--- config.mk ---
export PLATFORM = sky130hd
export DESIGN_NAME = ro_sensor_ctrl
export DESIGN_NICKNAME = d
export VERILOG_FILES = /design/src/rtl/ro_ctrl_pkg.sv /design/src/rtl/ro_ctrl_cmd_buf.sv /design/src/rtl/ro_sensor_ctrl.sv
export SDC_FILE = /design/constraint.sdc
export NUM_CORES = 1
export LEC_CHECK = 0
export CORE_ASPECT_RATIO = 1.25
export CORE_MARGIN = 4
export CORE_UTILIZATION = 40
export CTS_BUF_LIST = sky130_fd_sc_hd__clkbuf_8
export CTS_CLUSTER_SIZE = 10
export DETAILED_ROUTE_END_ITERATION = 10
export PLACE_DENSITY = 0.6
export SETUP_SLACK_MARGIN = 0.15
export SLEW_MARGIN = 0
export SYNTH_ARGS = -nofsm -noshare
export SYNTH_HDL_FRONTEND = slang
export SYNTH_SLANG_ARGS = --single-unit
--- constraint.sdc ---
create_clock -name clk -period 1.8 [get_ports clk]
set_input_delay 0.27 -clock clk [delete_from_list [all_inputs] [get_ports clk]]
set_output_delay 0.27 -clock clk [all_outputs]
set_load 0.03 [all_outputs]
--- src/rtl/ro_ctrl_pkg.sv ---
// Shared definitions for the ring-oscillator sensor sequencer: command
// byte codes, FSM state encoding and timer width.
package ro_ctrl_pkg;

    localparam logic [7:0] CMD_SINGLE     = 8'h00;
    localparam logic [7:0] CMD_CHSEL_BASE = 8'h10;
    localparam logic [7:0] CMD_CONT       = 8'h20;
    localparam logic [7:0] CMD_STOP       = 8'h21;
    localparam logic [7:0] CMD_SCAN       = 8'h22;

    localparam int TIMER_W = 16;
    localparam logic [TIMER_W-1:0] TIMER_ZERO = {TIMER_W{1'b0}};
    localparam logic [TIMER_W-1:0] TIMER_ONE  = {{(TIMER_W-1){1'b0}}, 1'b1};
    localparam logic [TIMER_W-1:0] TIMER_MAX  = {TIMER_W{1'b1}};

    typedef enum logic [2:0] {
        ST_IDLE    = 3'd0,
        ST_DECODE  = 3'd1,
        ST_MEASURE = 3'd2,
        ST_SEND    = 3'd3,
        ST_WAIT_TX = 3'd4
    } state_t;

    // A 0x1n byte selects channel n only when that channel exists.
    function automatic logic is_chsel_cmd(input logic [7:0] cmd, input int num_ch);
        return (cmd[7:4] == CMD_CHSEL_BASE[7:4]) && (int'(cmd[3:0]) < num_ch);
    endfunction

endpackage

--- src/rtl/ro_ctrl_cmd_buf.sv ---
// Command register plus a one-deep pending slot. Bytes that arrive while a
// frame is on the wire are parked (newest wins) and handed to the command
// register when the FSM asks for them with consume.
module ro_ctrl_cmd_buf
    import ro_ctrl_pkg::*;
(
    input  logic       clk,
    input  logic       reset_n,
    input  logic       rx_ready,
    input  logic [7:0] rx_data,
    input  logic       hold_pend,
    input  logic       consume,
    output logic [7:0] cmd,
    output logic       pend_valid
);

    logic [7:0] cmd_r;
    logic [7:0] pend_r;
    logic       pend_valid_r;

    // Capture bytes into the command or pending register; a byte arriving in
    // the consume cycle is newer than the parked one and takes its place.
    always_ff @(posedge clk) begin
        if (!reset_n) begin
            cmd_r        <= CMD_SINGLE;
            pend_r       <= 8'h00;
            pend_valid_r <= 1'b0;
        end else if (consume) begin
            cmd_r        <= rx_ready ? rx_data : pend_r;
            pend_valid_r <= 1'b0;
        end else if (rx_ready && hold_pend) begin
            pend_r       <= rx_data;
            pend_valid_r <= 1'b1;
        end else if (rx_ready) begin
            cmd_r        <= rx_data;
        end else begin
            pend_valid_r <= pend_valid_r;
        end
    end

    assign cmd        = cmd_r;
    assign pend_valid = pend_valid_r;

endmodule

--- src/rtl/ro_sensor_ctrl.sv ---
// Command / measure / transmit sequencer for the RO temperature sensor.
// Decodes UART command bytes, drives the adder enable and channel select,
// and paces a NUM_BYTES result frame out through the UART transmitter.
module ro_sensor_ctrl
    import ro_ctrl_pkg::*;
#(
    parameter int NUM_CH       = 4,
    parameter int NUM_BYTES    = 3,
    parameter int TX_GAP       = 100,
    parameter int MEAS_TIMEOUT = 65535
) (
    input  logic                                               clk,
    input  logic                                               reset_n,
    input  logic                                               rx_ready,
    input  logic [7:0]                                         rx_data,
    input  logic                                               sum_ready,
    input  logic                                               tx_busy,
    output logic                                               sum_en,
    output logic [((NUM_CH > 1) ? $clog2(NUM_CH) : 1)-1:0]     ch_sel,
    output logic                                               tx_send,
    output logic [((NUM_BYTES > 1) ? $clog2(NUM_BYTES) : 1)-1:0] send_sel,
    output logic                                               busy,
    output logic                                               cont_mode,
    output logic                                               timeout_err
);

    localparam int CH_W = (NUM_CH > 1) ? $clog2(NUM_CH) : 1;
    localparam int SS_W = (NUM_BYTES > 1) ? $clog2(NUM_BYTES) : 1;
    localparam logic [TIMER_W-1:0] MEAS_LAST = TIMER_W'(MEAS_TIMEOUT - 1);
    localparam logic [TIMER_W-1:0] GAP_LAST  = TIMER_W'(TX_GAP - 1);
    localparam logic [CH_W-1:0]    CH_LAST   = CH_W'(NUM_CH - 1);
    localparam logic [SS_W-1:0]    SEL_LAST  = SS_W'(NUM_BYTES - 1);

    state_t              st_r, st_nx_s;
    logic [TIMER_W-1:0]  timer_r;
    logic                sum_en_r, tx_send_r, busy_r;
    logic                cont_r, scan_r, to_err_r;
    logic [CH_W-1:0]     ch_r;
    logic [SS_W-1:0]     sel_r;
    logic [7:0]          cmd_s;
    logic                pend_valid_s, hold_pend_s, consume_s;
    logic                next_byte_s, frame_done_s, meas_to_s;
    logic                gap_ok_s, last_byte_s, is_meas_cmd_s;

    assign hold_pend_s   = (st_r == ST_SEND) || (st_r == ST_WAIT_TX);
    assign gap_ok_s      = (timer_r >= GAP_LAST) && !tx_busy;
    assign last_byte_s   = (sel_r == SEL_LAST);
    assign is_meas_cmd_s = (cmd_s == CMD_SINGLE) || (cmd_s == CMD_CONT) || (cmd_s == CMD_SCAN);

    ro_ctrl_cmd_buf u_cmd_buf (
        .clk        (clk),
        .reset_n    (reset_n),
        .rx_ready   (rx_ready),
        .rx_data    (rx_data),
        .hold_pend  (hold_pend_s),
        .consume    (consume_s),
        .cmd        (cmd_s),
        .pend_valid (pend_valid_s)
    );

    // Next-state logic and single-cycle action strobes.
    always_comb begin
        st_nx_s      = st_r;
        consume_s    = 1'b0;
        next_byte_s  = 1'b0;
        frame_done_s = 1'b0;
        meas_to_s    = 1'b0;
        case (st_r)
            ST_IDLE: begin
                if (rx_ready || pend_valid_s) begin
                    st_nx_s   = ST_DECODE;
                    consume_s = pend_valid_s;
                end else begin
                    st_nx_s = ST_IDLE;
                end
            end
            ST_DECODE: begin
                if (is_meas_cmd_s) begin
                    st_nx_s = ST_MEASURE;
                end else begin
                    st_nx_s = ST_IDLE;
                end
            end
            ST_MEASURE: begin
                // A new command aborts the measurement, even if the sum lands now.
                if (rx_ready) begin
                    st_nx_s = ST_DECODE;
                end else if (sum_ready) begin
                    st_nx_s = ST_SEND;
                end else if (timer_r == MEAS_LAST) begin
                    st_nx_s   = ST_IDLE;
                    meas_to_s = 1'b1;
                end else begin
                    st_nx_s = ST_MEASURE;
                end
            end
            ST_SEND: begin
                st_nx_s = ST_WAIT_TX;
            end
            ST_WAIT_TX: begin
                if (!gap_ok_s) begin
                    st_nx_s = ST_WAIT_TX;
                end else if (!last_byte_s) begin
                    st_nx_s     = ST_SEND;
                    next_byte_s = 1'b1;
                end else begin
                    frame_done_s = 1'b1;
                    if (!cont_r) begin
                        st_nx_s = ST_IDLE;
                    end else if (pend_valid_s || rx_ready) begin
                        st_nx_s   = ST_DECODE;
                        consume_s = 1'b1;
                    end else begin
                        st_nx_s = ST_MEASURE;
                    end
                end
            end
            default: begin
                st_nx_s = ST_IDLE;
            end
        endcase
    end

    // State register, per-state timer and registered Moore outputs.
    always_ff @(posedge clk) begin
        if (!reset_n) begin
            st_r      <= ST_IDLE;
            timer_r   <= TIMER_ZERO;
            sum_en_r  <= 1'b0;
            tx_send_r <= 1'b0;
            busy_r    <= 1'b0;
        end else begin
            st_r      <= st_nx_s;
            sum_en_r  <= (st_nx_s == ST_MEASURE);
            tx_send_r <= (st_nx_s == ST_SEND);
            busy_r    <= (st_nx_s != ST_IDLE);
            if (st_nx_s != st_r) begin
                timer_r <= TIMER_ZERO;
            end else if (timer_r != TIMER_MAX) begin
                timer_r <= timer_r + TIMER_ONE;
            end else begin
                timer_r <= timer_r;
            end
        end
    end

    // Mode flags, channel select, error flag and byte index.
    always_ff @(posedge clk) begin
        if (!reset_n) begin
            cont_r   <= 1'b0;
            scan_r   <= 1'b0;
            to_err_r <= 1'b0;
            ch_r     <= {CH_W{1'b0}};
            sel_r    <= {SS_W{1'b0}};
        end else if (st_r == ST_DECODE) begin
            case (cmd_s)
                CMD_SINGLE: begin
                    cont_r   <= 1'b0;
                    scan_r   <= 1'b0;
                    to_err_r <= 1'b0;
                end
                CMD_CONT: begin
                    cont_r   <= 1'b1;
                    scan_r   <= 1'b0;
                    to_err_r <= 1'b0;
                end
                CMD_SCAN: begin
                    cont_r   <= 1'b1;
                    scan_r   <= 1'b1;
                    to_err_r <= 1'b0;
                end
                CMD_STOP: begin
                    cont_r <= 1'b0;
                    scan_r <= 1'b0;
                end
                default: begin
                    if (is_chsel_cmd(cmd_s, NUM_CH)) begin
                        ch_r     <= CH_W'(cmd_s[3:0]);
                        to_err_r <= 1'b0;
                    end else begin
                        ch_r <= ch_r;
                    end
                end
            endcase
        end else if (meas_to_s) begin
            to_err_r <= 1'b1;
            cont_r   <= 1'b0;
            scan_r   <= 1'b0;
        end else if (frame_done_s) begin
            sel_r <= {SS_W{1'b0}};
            if (scan_r) begin
                ch_r <= (ch_r == CH_LAST) ? {CH_W{1'b0}} : ch_r + CH_W'(1);
            end else begin
                ch_r <= ch_r;
            end
        end else if (next_byte_s) begin
            sel_r <= sel_r + SS_W'(1);
        end else begin
            sel_r <= sel_r;
        end
    end

    assign sum_en      = sum_en_r;
    assign tx_send     = tx_send_r;
    assign busy        = busy_r;
    assign ch_sel      = ch_r;
    assign send_sel    = sel_r;
    assign cont_mode   = cont_r;
    assign timeout_err = to_err_r;

endmodule

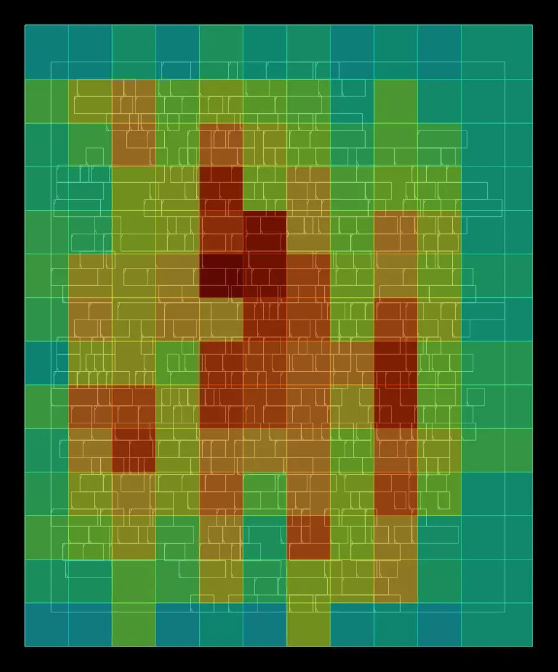
Figure 1: track usage over the die.
met3 track demand over resource: 0.03690
Most Used Layer, Global Route: met2
global router's overall resource usage: 0.1908

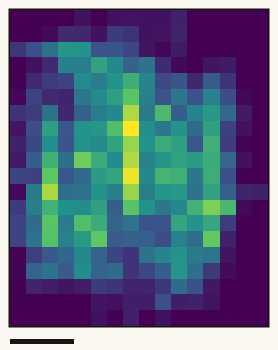
Figure 2: wiring heat map.
The bar under the picture is 20 um long. 16 x 20 tiles, from dark purple (low) to yellow (high), scaled to the fullest tile. Values are wire area over tile area, all layers added.
emptiest ninth of the die = north-east
mean over tiles = 0.15
nearly empty tiles = 23%
tiles over half the peak = 20%
total wire length: 7327 um
number of vias after detailed routing: 2,586

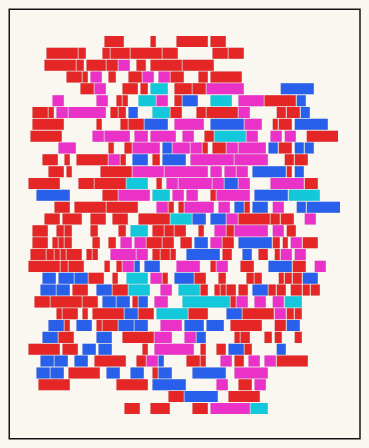
Figure 3: drive-strength map.
_3 and _4 cells -> magenta  # cells 86
_2 cells -> blue  # cells 72
_0 and _1 cells -> red  # cells 205
_6 and larger -> cyan  # cells 17
Final Cell Area: 3915 sq um
crit path setup slack, layout: -27.12 ps
number of non-clock buffers in the layout: 87

==> results_dict.tcl <==
# metrics dict for downstream scripts
set metrics [dict create \
    outcome "finished with violations" \
    violated_checks "setup timing" \
    ir_drop_mv 0.4157 \
    power.density_nw_per_um2 571.5 \
    required_ps 1990 \
    ys.flops 46 \
    placed_wire_length_estimate_um 5208 \
    flop_cell "sky130_fd_sc_hd__dfxtp_1" \
    timing.reg2reg.setup_slack_ps -30 \
    number_of_routed_nets_with_antenna_violations 0 \
    floorplan.die.width_um 80.29 \
    worst_slew_pin_slew_ps 373.7 \
    fmaxAchievable_ghz 0.5473 \
    fin_skew_ps 8.758 \
    slowest_stage "sky130_fd_sc_hd__or4_4" \
    fin_worst_hold_slack_ps 466.1 \
    post_synth_main_area_contributors "sky130_fd_sc_hd__dfxtp_1, sky130_fd_sc_hd__nand3_1, sky130_fd_sc_hd__a21oi_1" \
    timing.final.crit_share 1.015 \
    drt_drc_violations_left 0 \
    grt_antenna_before_repair 0 \
    worst_slew_margin_rel 0.7486 \
    end_kind "flip-flop" \
    area_overhead_vs_synth_pct 49.86 \
    first_global_vias 2525 \
    drive_above_1_share 0.4605 \
    synth.cell_area_sq_um 2613 \
    cts.repair_timing.setup_buffer_count 12 \
    clk_latency_ps 300 \
    cts_hold_buffers 0 \
    fp.dieArea_sq_um 7896 \
    vias_per_cell 5.561 \
    path_buffers 1 \
    place.detailed.instances 438 \
    cpPeakStageDelay_ps 550 \
    die_y_um 98.36 \
    synth_chip_area_sq_um 2613 \
    timing.final.crit_period_ps 1827 \
    arrival_ps 2020 \
    finalWorstSetupSlack_ps -27.12 \
    syn-num-nets 317 \
    totalPowerFinal_mw 2.237 \
    cts_tree "yes" \
    cts.clk_slew.worst_paths_ps 90 \
    drt_first_pass_iters 5 \
    fp_util 0.4183 \
    detail_route.wl_per_cell_um 15.76 \
    dpl_worst_slack_ps -314.0 \
    numClockSinks 46 \
    netlist-cell-type-count 60 \
    synth_largest_type_area_fraction 0.3525 \
    gp_congestion 0.7856 \
    endpoints_failing_setup 8 \
    syn_inst 300 \
    ys_top_cells_by_count "sky130_fd_sc_hd__dfxtp_1, sky130_fd_sc_hd__nand2_1, sky130_fd_sc_hd__nand3_1" \
    hp-class "reg -> reg" \
    share_of_synthesized_area_occupied_by_flip_flops_and_latches 0.3525 \
    yosysWarnings 0 \
    clock_root_cell "sky130_fd_sc_hd__clkbuf_8" \
    synthMostInstantiatedCell "sky130_fd_sc_hd__dfxtp_1" \
    ys_cells 300 \
    leakage_nw 1.512 \
    final.setup.tns_ps -124.1 \
    pin_count_of_the_biggest_net_entering_global_routing 24 \
    placedInstanceArea_sq_um 3272 \
    tritoncts.num_buffers 5 \
    rsz0062_at_grt "yes" \
    synth.avg_cell_area_sq_um 8.708 \
    synthArstFlopShare 0 \
    finish.net_count 397 \
    class_of_the_most_critical_setup_path "reg -> reg" \
    timing_max_transition_violations_final 0 \
    critical_path.top_delay_family "simple AND/OR/NAND/NOR gates" \
    globalRoute.totalOverflow 0 \
    ios 22 \
    max_cap_violations 0 \
    num_antenna_cells 0 \
    worstSetupStartpointType "flip-flop" \
    largest_area_cell "sky130_fd_sc_hd__dfxtp_1" \
    cts-htree-levels 2 \
    placeableCoreArea_sq_um 6246 \
    warning_count 30 \
    layout.cells.non_filler 465 \
    path_max_fanout 6 \
    enable_flop_cells 0 \
    drt-initial-drc-count 115 \
    place.port_buffers 21 \
    grt_first_pass_wirelength_um 11810 \
    crit_chain "or4_4 > nor3_4 > a21oi_4 > o211ai_4 > buf_4 > nor3_2" \
    clock_path_buffers 2 \
    cts_repair_resize_count 60 \
    final-hold-violation-count 0 \
]
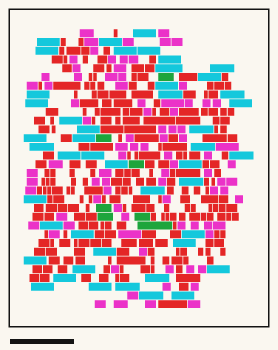
Figure 4: placed cells, one colour a class.
The bar under the picture is 20 um long.
remaining buffers and delay cells -> magenta  # cells 87, share of their area 20%
sequential cells -> cyan  # cells 46, share of their area 25%
combinational and other logic -> red  # cells 240, share of their area 52%
clock drivers and dummy loads -> green  # cells 7, share of their area 3.0%
final core utilization: 0.6268
Site Rows: 32

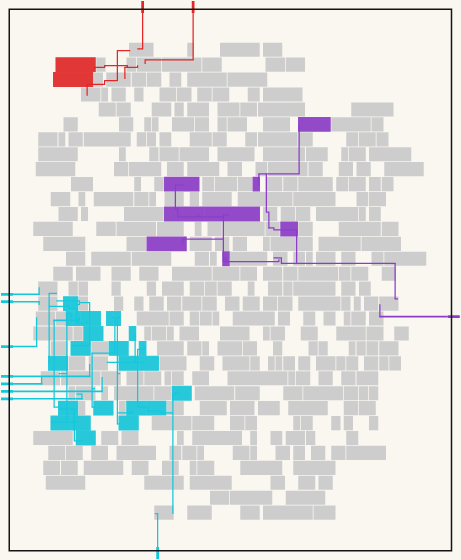
Figure 5: nets reached from selected ports.
rx_data -> cyan  # bits 8, direction input, edge 7 west, 1 south, end cells 24, buffers 8, wire 288 um
tx_busy -> purple  # bits 1, direction input, edge east, end cells 8, buffers 2, wire 130 um
ch_sel -> red  # bits 2, direction output, edge north, end cells 2, buffers 2, wire 53.7 um

where the power goes:
group          internal (mW)  switching (mW)  leakage (nW)  total [mW]
combinational          0.192           0.194          1.08       0.386
sequential              1.04          0.0193         0.379        1.06
clock                  0.445           0.348        0.0573       0.793
sequential cells by signal, indices dropped and copies added, names as in the netlist:
register              count
ch_sel                    2
u_cmd_buf.pend_r          8
cont_mode                 1
timer_r                  16
tx_send                   1
scan_r                    1
send_sel                  2
st_r                      3
busy                      1
u_cmd_buf.pend_valid      1
timeout_err               1
sum_en                    1
u_cmd_buf.cmd             8
worst min-delay path, delay by kind of cell (launching register included):
family | cells | cell delay (ps)
compound gates | 2 | 100
flops | 1 | 330
worst paths after layout:
| kind | cells past startpoint | endpoint | start |
|---|---|---|---|
| max | 6 | timer_r[3] | u_cmd_buf.cmd[7] |
| min | 2 | u_cmd_buf.pend_r[2] | u_cmd_buf.pend_r[2] |
| max reg2reg | 6 | timer_r[3] | u_cmd_buf.cmd[7] |
| min reg2reg | 2 | u_cmd_buf.pend_r[2] | u_cmd_buf.pend_r[2] |
layout by cell type (no fill, tap or decap), types with 5 or more instances in the layout:
cell type                         netlist  layout
sky130_fd_sc_hd__buf_6                  3       7
sky130_fd_sc_hd__nand3_2                0       9
sky130_fd_sc_hd__mux2i_1                9       9
sky130_fd_sc_hd__dfxtp_2                0      12
sky130_fd_sc_hd__clkdlybuf4s50_1        0      16
sky130_fd_sc_hd__nor2_2                10      12
sky130_fd_sc_hd__a32o_1                 8       8
sky130_fd_sc_hd__a21oi_2                1      12
sky130_fd_sc_hd__buf_4                  1      56
sky130_fd_sc_hd__nand3_1               23      14
sky130_fd_sc_hd__o21ai_2                0       9
sky130_fd_sc_hd__nor3_1                13       6
sky130_fd_sc_hd__dfxtp_1               46      33
sky130_fd_sc_hd__nor3_2                 0       6
sky130_fd_sc_hd__and3_1                 6       6
sky130_fd_sc_hd__a21oi_1               20       8
sky130_fd_sc_hd__nand2_1               23      21
sky130_fd_sc_hd__o21ai_0               17       6
sky130_fd_sc_hd__nand4_1                5       5
sky130_fd_sc_hd__inv_1                  9       7
sky130_fd_sc_hd__clkbuf_8               0       6
sky130_fd_sc_hd__nor2_1                21      19
routing by layer:
metal  up-vias  part of all wire  global-route usage
li1       1283                 -                   -
met1      1249              0.40              0.2076
met2        37              0.54              0.3501
met3        17             0.028             0.03690
met4         0             0.032             0.08192
met5         -                 0                   0
cell type report:
cell class | count | area (sq um)
clock buffer | 6 | 82.58
clock inverter | 1 | 30.03
fill | 560 | 2331
inverter | 9 | 33.78
multi-input combinational | 231 | 1944
sequential | 46 | 939.7
tap | 85 | 106.4
timing repair buffer | 87 | 778.2
cell families (layout without fill, tap and decap cells):
group / count (synthesis) / after routing / synth area share
flops: 46 / 46 / 0.3525
compound gates: 76 / 77 / 0.2170
fa+ha+maj: 5 / 5 / 0.02299
mux: 10 / 10 / 0.04023
simple gates: 131 / 131 / 0.2941
buf+inv: 24 / 103 / 0.04646
xor+xnor: 8 / 8 / 0.02682
Power is estimated from default activity; no workload was simulated.
